Fig. 1: metal 3
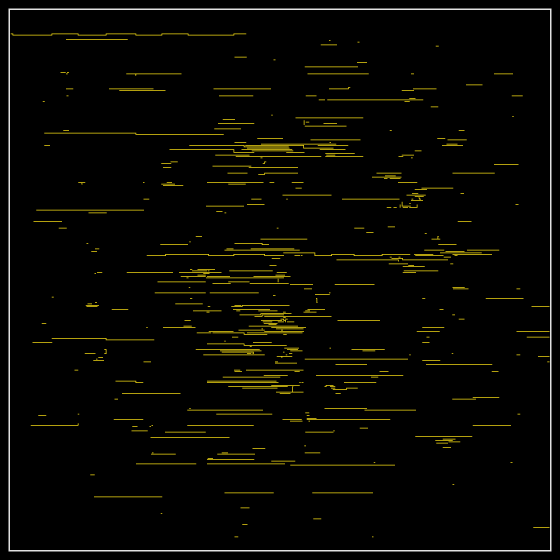
Fig. 2: register map, names as in the netlist
Bar = 100 um. Other sequential cells in the stronger gray, the rest of the logic in the fainter gray.
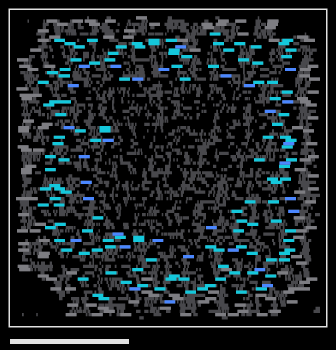
## config.mk

```make
export PLATFORM = sky130hd
export DESIGN_NAME = hazard_scoreboard
export DESIGN_NICKNAME = d
export VERILOG_FILES = /design/src/rtl/hazard_scoreboard.sv
export SDC_FILE = /design/constraint.sdc
export NUM_CORES = 1
export LEC_CHECK = 0
export ABC_AREA = 1
export CAP_MARGIN = 20
export CELL_PAD_IN_SITES_DETAIL_PLACEMENT = 0
export CELL_PAD_IN_SITES_GLOBAL_PLACEMENT = 2
export CORE_MARGIN = 5
export CORE_UTILIZATION = 35
export CTS_BUF_LIST = sky130_fd_sc_hd__clkbuf_4 sky130_fd_sc_hd__clkbuf_8
export CTS_CLUSTER_DIAMETER = 60
export DETAILED_ROUTE_END_ITERATION = 12
export PLACE_DENSITY_LB_ADDON = 0.1
export SYNTH_ARGS = -nofsm -noshare
export SYNTH_HDL_FRONTEND = slang
export SYNTH_SLANG_ARGS = --single-unit
export TNS_END_PERCENT = 50
```

## constraint.sdc

```tcl
create_clock -name clock -period 3.6 [get_ports clock]
set_clock_uncertainty 0.05 [all_clocks]
set_input_delay 0.36 -clock clock [delete_from_list [all_inputs] [get_ports clock]]
set_output_delay 0.36 -clock clock [all_outputs]
set_load 0.05 [all_outputs]
```

## src/rtl/hazard_scoreboard.sv

```systemverilog
// Register hazard scoreboard: one countdown entry per architectural register,
// producing RAW/WAW issue stalls and bypass-tap selection for two sources.

module hazard_scoreboard_entry #(
  parameter int MAXLAT   = 8,
  parameter int LATW     = 4,
  parameter int KILL_WIN = 2
) (
  input  logic            clock,
  input  logic            reset,
  input  logic            hold,
  input  logic            flush,
  input  logic            load,
  input  logic [LATW-1:0] load_cnt,
  output logic            busy,
  output logic [LATW-1:0] cnt
);
  logic [LATW-1:0] age;

  always_ff @(posedge clock or negedge reset) begin
    if (!reset) begin
      busy <= 1'b0;
      cnt  <= '0;
      age  <= '0;
    end else if (!hold) begin
      // a fresh issue overrides an entry expiring on the same edge
      if (load) begin
        busy <= 1'b1;
        cnt  <= load_cnt;
        age  <= '0;
      end else if (busy) begin
        if (flush && int'(age) < KILL_WIN) begin
          busy <= 1'b0;
          cnt  <= '0;
          age  <= '0;
        end else begin
          cnt  <= cnt - 1'b1;
          age  <= (age == LATW'(MAXLAT)) ? age : age + 1'b1;
          busy <= (cnt != LATW'(1));
        end
      end
    end
  end
endmodule

module hazard_scoreboard #(
  parameter int NREGS    = 32,
  parameter int ADDRW    = $clog2(NREGS),
  parameter int MAXLAT   = 8,
  parameter int LATW     = $clog2(MAXLAT+1),
  parameter int FWD_WIN  = 2,
  parameter int KILL_WIN = 2
) (
  input  logic             clock,
  input  logic             reset,
  input  logic             issue_valid,
  input  logic             issue_wen,
  input  logic [ADDRW-1:0] issue_rd,
  input  logic [LATW-1:0]  issue_lat,
  input  logic [ADDRW-1:0] src1_addr,
  input  logic [ADDRW-1:0] src2_addr,
  input  logic             src1_used,
  input  logic             src2_used,
  input  logic             hold,
  input  logic             flush,
  output logic             stall,
  output logic             src1_fwd,
  output logic             src2_fwd,
  output logic [LATW-1:0]  src1_stage,
  output logic [LATW-1:0]  src2_stage,
  output logic             busy_any,
  output logic             lat_err
);
  logic [NREGS-1:0]           busy;
  logic [NREGS-1:0]           load;
  logic [NREGS-1:0][LATW-1:0] cnt;
  logic s1_hit, s2_hit, s1_near, s2_near, raw, waw, lat_ok, accept;

  assign busy[0] = 1'b0;
  assign cnt[0]  = '0;
  assign load[0] = 1'b0;

  genvar r;
  generate
    for (r = 1; r < NREGS; r++) begin : g_ent
      assign load[r] = accept && (issue_rd == ADDRW'(r));
      hazard_scoreboard_entry #(.MAXLAT(MAXLAT), .LATW(LATW), .KILL_WIN(KILL_WIN)) u_ent (
        .clock    (clock),
        .reset    (reset),
        .hold     (hold),
        .flush    (flush),
        .load     (load[r]),
        .load_cnt (issue_lat),
        .busy     (busy[r]),
        .cnt      (cnt[r])
      );
    end
  endgenerate

  always_comb begin
    s1_hit  = src1_used && (src1_addr != '0) && busy[src1_addr];
    s2_hit  = src2_used && (src2_addr != '0) && busy[src2_addr];
    s1_near = int'(cnt[src1_addr]) <= FWD_WIN;
    s2_near = int'(cnt[src2_addr]) <= FWD_WIN;
    raw     = (s1_hit && !s1_near) || (s2_hit && !s2_near);
    waw     = issue_wen && (issue_rd != '0) && busy[issue_rd] && (issue_lat < cnt[issue_rd]);
    stall   = issue_valid && (raw || waw);
    lat_ok  = (issue_lat != '0) && (int'(issue_lat) <= MAXLAT);
    accept  = issue_valid && !stall && !hold && !flush && issue_wen &&
              (issue_rd != '0) && lat_ok;
    src1_fwd   = s1_hit && s1_near;
    src2_fwd   = s2_hit && s2_near;
    src1_stage = src1_fwd ? cnt[src1_addr] : '0;
    src2_stage = src2_fwd ? cnt[src2_addr] : '0;
  end

  assign busy_any = |busy;

  // evaluated every cycle so the flag is a single-cycle pulse
  always_ff @(posedge clock or negedge reset) begin
    if (!reset) lat_err <= 1'b0;
    else        lat_err <= issue_valid && issue_wen && !stall && !lat_ok;
  end
endmodule

```

==> results.cfg <==
; generated from flow reports
[finish]
largestRegisters = g_ent.u_ent.age: 124 flops, g_ent.u_ent.cnt: 124 flops, g_ent.u_ent.busy: 31 flops
nNonClkInverters = 303
area_growth_pct = 19.1
nNetsFinal = 3752
clk_share = 0.0446
logic_gate_count = 2647
antennaDiodeCount = 0
comb_share = 0.513
comb_area_um2 = 14100
largest_class = logic gates
seq_cells = 280
area_share_nonclk_buffers = 0.105

[power]
powerComb_mw = 2.13
power_leader = clock
clock_power_mw = 3.63
pwr-share-seq = 0.379
p_leak_nw = 14.4
p_comb_frac = 0.229
internal-power_mw = 6.17
clkPwrFrac = 0.392
p_per_area_nw_per_um2 = 338

[setup_path]
endpoint = busy_any
critPathKind = flop to output port
reg2regPathDepth = 18
reg2reg_from = g_ent[13].u_ent.cnt[1]
startpoint_type = flop
cp-end-kind = output port
reg2reg_to = g_ent[31].u_ent.cnt[2]
cp.required_ns = 3.19
crit_fanout = 6
rrSetupSlack_ns = 0.32

[place]
io_buffers = 35
gp_congestion = 0.970

[floorplan]
die_area_um2 = 71000
die_height_um = 266
ios = 40
core_area_um2 = 65500
taps = 864
rows = 94

[route]
vias_per_cell = 5.38
first_pass_iters = 7
postRouteAntennaNets = 0
wl_met1_um = 41600
routedWlPerCell_um = 20.4
first_iter_violations = 2015
vias = 24200
wl_met3_um = 4500
drc_errors = 0
routed-wl-met2_um = 42600

[clocking]
clk_path_buf_depth = 3
ctsResizeCount = 35
clk_pin_slew_ns = 0.06
cts_setup_buffers = 9
cts_tree = done
h-tree-depth = 2
clk_latency_ns = 0.66
cts_root_buf = clkbuf_8
ctsHoldBuffers = 1
cts_buffers = 56
clock-sinks = 280

[global_route]
gr-total-overflow = 0
grt_max_degree = 73
grt_pass1_wl_um = 141000
grt.total_usage = 0.252
antenna_found_initial = 1

[synth]
yosys.area.top_type = dfrtp_1
synth.distinct_cells = 47
mux_share = 0
async_reset_ff_frac = 1.00
edf_count = 0
syn_area_um2 = 23000
ys_seq_frac = 0.305
synth_cells = 3369
top_area_frac = 0.305
synthTopCellsByArea = dfrtp_1, nand2_1, nand3_1
ys_sh_aoi = 0.0701
syn_avg_cell_area_um2 = 6.83
ys_cells = 3369

[timing]
post-route-min-period_ns = 3.52
fin_tns_setup_ns = 0
slew_headroom = 0.449
rsz0062_at_grt = no
finalCritPeriodShare = 0.976
setup_violations = 0

[job]
tool_warnings = 89
drv_cap = 0

[hold_path]
hold_class = primary input to async pin

[status]
status = finished, final reports clean
-- Fig. 1 (at the start) --
main direction: horizontal
share of all routed wire: 4.9%
wire length on this layer: 4500 um
nets with wire on the layer: 229

-- Fig. 2 (at the start) --
| color | netlist name | sequential cells | where |
|---|---|---|---|
| cyan | g_ent.u_ent.cnt | 124 | all over the die |
| blue | g_ent.u_ent.busy | 31 | all over the die |
sequential power: 3.51 mW
Reg area: 7010 um^2
sequential cell area share: 0.256
fin util: 0.418

[cell usage after synthesis, types with 2 or more instances]
| cell type | instances |
|---|---|
| a21oi_1 | 61 |
| a221oi_1 | 4 |
| a22o_1 | 4 |
| a22oi_1 | 6 |
| a31oi_1 | 21 |
| buf_1 | 9 |
| buf_2 | 31 |
| buf_4 | 45 |
| buf_6 | 18 |
| buf_8 | 4 |
| clkbuf_1 | 35 |
| clkinv_1 | 3 |
| dfrtp_1 | 280 |
| ha_1 | 127 |
| inv_1 | 289 |
| inv_2 | 8 |
| inv_4 | 3 |
| nand2_1 | 1109 |
| nand2_2 | 5 |
| nand2_4 | 2 |
| nand3_1 | 563 |
| nand3b_1 | 25 |
| nand4_1 | 79 |
| nand4_4 | 29 |
| nor2_1 | 200 |
| nor2_2 | 8 |
| nor3_1 | 42 |
| nor4_1 | 38 |
| o2111ai_1 | 2 |
| o211ai_1 | 13 |
| o21ai_0 | 107 |
| o21ai_1 | 26 |
| o21bai_1 | 2 |
| o22ai_1 | 37 |
| xnor2_1 | 43 |
| xor2_1 | 80 |
[routing by layer]
layer	global-route usage	up-vias
li1	-	11600
met1	0.346	11700
met2	0.417	694
met3	0.0303	185
met4	0.0789	0
met5	0	-
[worst max-delay path, stage by stage, from the launching register on]
cell and delay, ns:
dfrtp_1 0.52, nor4_1 0.44, nand4_1 0.22, nor4_1 0.66, nand3_1 0.31, buf_4 0.29
[per-stage QoR]
stage / setup slack (ns) / instance area, um^2 / instances / power (mW)
final: 0.0848 / 27400 / 4504 / 9.27
after global routing: 0.000715 / 27400 / 4504 / 9.78
after CTS: 0.00584 / 27400 / 4502 / 9.39
after detailed placement: -0.492 / 25900 / 4392 / 5.62
after global placement: -0.542 / 25900 / 4392 / 5.62
after floorplan: -0.0608 / 23000 / 3372 / 4.77
[cell usage in the layout (no fill, tap or decap), drive strengths merged, types with 2 or more instances in the layout]
| cell type | n |
|---|---|
| nand2 | 1116 |
| nand3 | 564 |
| inv | 300 |
| buf | 286 |
| dfrtp | 280 |
| nor2 | 210 |
| o21ai | 133 |
| ha | 127 |
| nand4 | 109 |
| clkbuf | 88 |
| xor2 | 80 |
| a21oi | 62 |
| xnor2 | 43 |
| nor3 | 42 |
| nor4 | 39 |
| o22ai | 37 |
| nand3b | 25 |
| a31oi | 21 |
| clkdlybuf4s50 | 20 |
| o211ai | 13 |
| clkinv | 8 |
| a22oi | 6 |
| clkinvlp | 4 |
| a22o | 4 |
| conb | 4 |
| a221oi | 4 |
| bufinv | 3 |
| o2111ai | 2 |
| o21bai | 2 |
| dlygate4sd2 | 2 |
[how the worst min path moves through the flow]
| stage | slack, ns | endpoint | cells past startpoint |
|---|---|---|---|
| 6_report | 0.21 | g_ent[7].u_ent.age[1] | 2 |
| 3_3_place_gp | 0.35 | g_ent[7].u_ent.age[2] | 1 |
| 2_1_floorplan | 0.01 | g_ent[10].u_ent.age[0] | 0 |
| 5_1_grt | 0.28 | g_ent[7].u_ent.age[2] | 2 |
| 4_1_cts | 0.22 | g_ent[7].u_ent.age[2] | 2 |
| 3_5_place_dp | 0.36 | g_ent[7].u_ent.age[2] | 1 |
Power is estimated from default activity; no workload was simulated.
